Design branch_redirect_ctrl_flat, sky130hd; sources not shown.
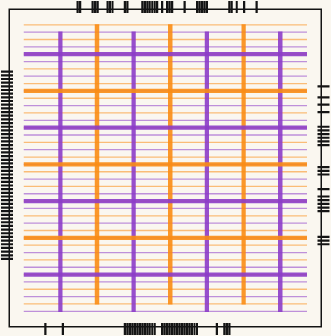
*PDN straps and rails*
Pins as bars on the die edge.
Key: VDD = orange; VSS = purple
140 signal pins sit on the boundary. 7 straps on met4. 40 met1 rails follow the rows. 7 straps on met5. The core has 39 rows.
Die Height: 117 um
Placeable Area: 0.01113 mm^2
die span in x: 115 um

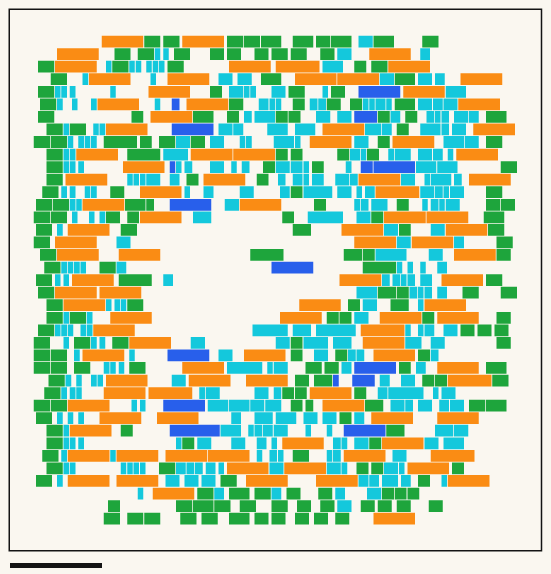
*Placement by cell class*
The bar under the picture is 20 um long.
Key: combinational and other logic = cyan [cells 325]; clock drivers and dummy loads = blue [cells 16]; sequential cells = orange [cells 102]; remaining buffers and delay cells = green [cells 210]
Final Cell Area: 0.007139 mm^2
Seq/total area: 35.86%
final design utilization: 64.17%

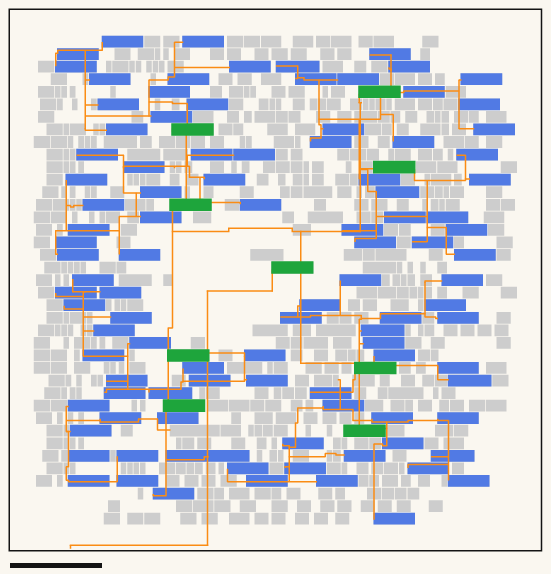
*Routed clock nets over the placement*
The bar under the picture is 20 um long.
Key: clock wires = orange [length 1220 um]; flip-flops = blue [count 102]; clock drivers = green [count 9]
Position of the flops: spread over the die.
power share of the clock group: 33.5%
Clock group: 2020 uW

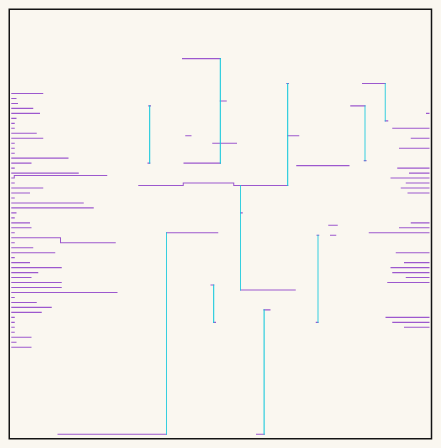
*Wiring by layer*
Only two layers are drawn.
Key: metal 4 = cyan [wire length 249 um]; metal 3 = purple [wire length 702 um]
WL final: 12660 um
vias: 3993

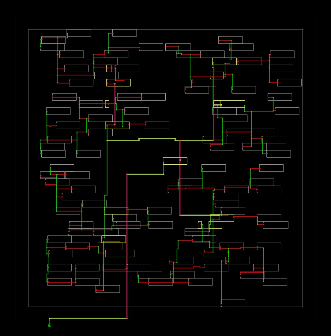
*Clock wiring as the flow saved it*
CTS buffer count: 9
clk latency late pin: 0.34 ns

==> results.tsv <==
stage	metric	value	unit
run_status	status	finished with violations	
run_status	failing checks	negative setup slack	
synthesis	area leader, netlist	dfrtp_1	
setup_path	crit path cell chain	buf_6, nor3b_4, buf_4, nand4_1, buf_2, nor4_4, xor2_1	
sta	setup TNS	-0.4474	ns
finish	most frequent cells in the layout	nand2_1 (124), dfrtp_1 (96), clkdlybuf4s50_1 (88), buf_4 (57), xor2_1 (37)	
finish	Comb/total area	28.88	%
cts	Clock Tree Buf Depth	2	
synthesis	count of library flops with an enable pin	0	
setup_path	worst path arrival time	2.04	ns
sta	final setup vio count	12	
die	Taps Inserted	143	
global_route	grt met1 use	23.70	%
global_route	largest net degree at the start of global routing	43	
synthesis	YS warnings	0	
synthesis	distinct cell type count after synthesis	33	
job	tool warning count	29	
drt	1st-pass router iterations	4	
worst_hold_path	Hold Crit Depth	2	
setup_path	crit path DRT	1.96	ns
global_route	Top Usage Layer GRT	met2	
finish	layout net count	690	
drt	DR DRC count	0	
global_route	vias in the first global route	4098	
place	Setup WS pre-CTS	-0.4742	ns
synthesis	syn_area_per_cell	10.27	um^2
synthesis	post-synthesis async set-or-reset flop share	100.0	%
synthesis	ys cells	440	
finish	MI comb area	0.002062	mm^2
setup_path	Crit-path slowest cell	dfrtp_1	
finish	non-clock buffer count	210	
finish	Layout clock area frac	4.241	%
place	placed cell area	0.006559	mm^2
setup_path	critical-path maximum fanout	5	
pwr	PnR Total Power	6028	uW
setup_path	slowest stage delay, CP	0.41	ns
die	Rows	39	
synthesis	Synth Instances	440	
sta	worst-margin pin slew	0.3983	ns
finish	Commonest Layout Cell	nand2_1	
global_route	first-pass GRT wire length	20200	um
drt	post-DR vias/cell	5.016	
worst_hold_path	Hold Crit Class	flop to flop	
finish	largest class	sequential cells	
finish	Area Growth Syn to Fin	58.02	%
sta	fin crit share	104.6	%
sta	hold_ws	0.4227	ns
drt	uppermost layer routed	met4	
drt	WL/cell	15.90	um
die	I/O pin total	140	
synthesis	Post-synth seq share	56.49	%
place	port bufs	139	
sta	fmax	0.5465	GHz
setup_path	cell family with most CP delay	simple AND/OR/NAND/NOR gates	
die	Die ar.	0.01346	mm^2
cts	H-tree depth	3	
global_route	GRT met3 Usage	5.501	%
global_route	met2 usage	31.48	%
finish	clock buffers	13	
finish	antenna cells	0	
drt	post-route ant nets	0	
cts	clock-pin slew on the worst setup and hold paths	0.07	ns
finish	combinational gates	317	
pwr	Leak	0.003759	uW
die	Init Core Util	40.61	%
cts	cts hold-fix bufs	1	
cts	CTS tree	yes	
cts	post-CTS setup buffers	2	
synthesis	Post-synth top cells	nand2_1 (124), dfrtp_1 (102), xor2_1 (37)	
drt	starting DRC count in detailed routing	168	
synthesis	most frequent cell after synthesis	nand2_1	
global_route	gr usage total	18.95	%
setup_path	WP buf/inv	3	
drt	met3 wire len	702	um
sta	RSZ-0062 raised after global routing	true	
sta	slew margin rel.	73.44	%
sta	final max-slew violation count	0	
finish	Signal buf overhead	28.09	%
setup_path	critical path depth in cells	7	
finish	non-filler cells in the finished layout	796	
finish	Fillers	928	
place	placed cells	770	
setup_path	Crit Path Class	flop to flop	
setup_path	crit end category	flop	
setup_path	r2r setup slk	-0.08	ns
finish	register area	0.002560	mm^2
synthesis	Yosys reg bits	102	
pwr	worst vdd ir	0.5400	mV
job	Max-cap violations	0	
cts	post_cts resized	58	
sta	final worst setup slack	-0.07981	ns
sta	Final min period	1.830	ns
place	routability congestion estimate	0.8842	
drt	met1 WL	5381	um
global_route	initial antenna violation count	0	
place	hpwl dp	8942	um
synthesis	Syn Nets	482	
sta	final hold vios	0	
finish	flop count	102	
pwr	power per cell area	844.3	mW/mm^2
setup_path	Critical Path Source Type	flop	
logic make-up after synthesis:
| family | count (synthesis) | share of synthesized area [%] |
|---|---|---|
| simple gates | 246 | 27.94 |
| flops | 102 | 56.49 |
| xor+xnor | 62 | 12.02 |
| buf+inv | 21 | 2.021 |
| compound gates | 6 | 0.7200 |
| fa+ha+maj | 2 | 0.5538 |
| mux | 1 | 0.2492 |
worst register-to-register path: stages (launching register included):
cell and delay (ns):
dfrtp_1 0.41, buf_6 0.13, nor3b_4 0.24, buf_4 0.16, nand4_1 0.11, buf_2 0.20
nor4_4 0.27, xor2_1 0.18
where the power goes:
group	switching [uW]	internal [uW]
registers	209	2610
clock network	835	1190
logic	523	665
Power figures rest on the tool's default switching activity, not on a simulated workload.
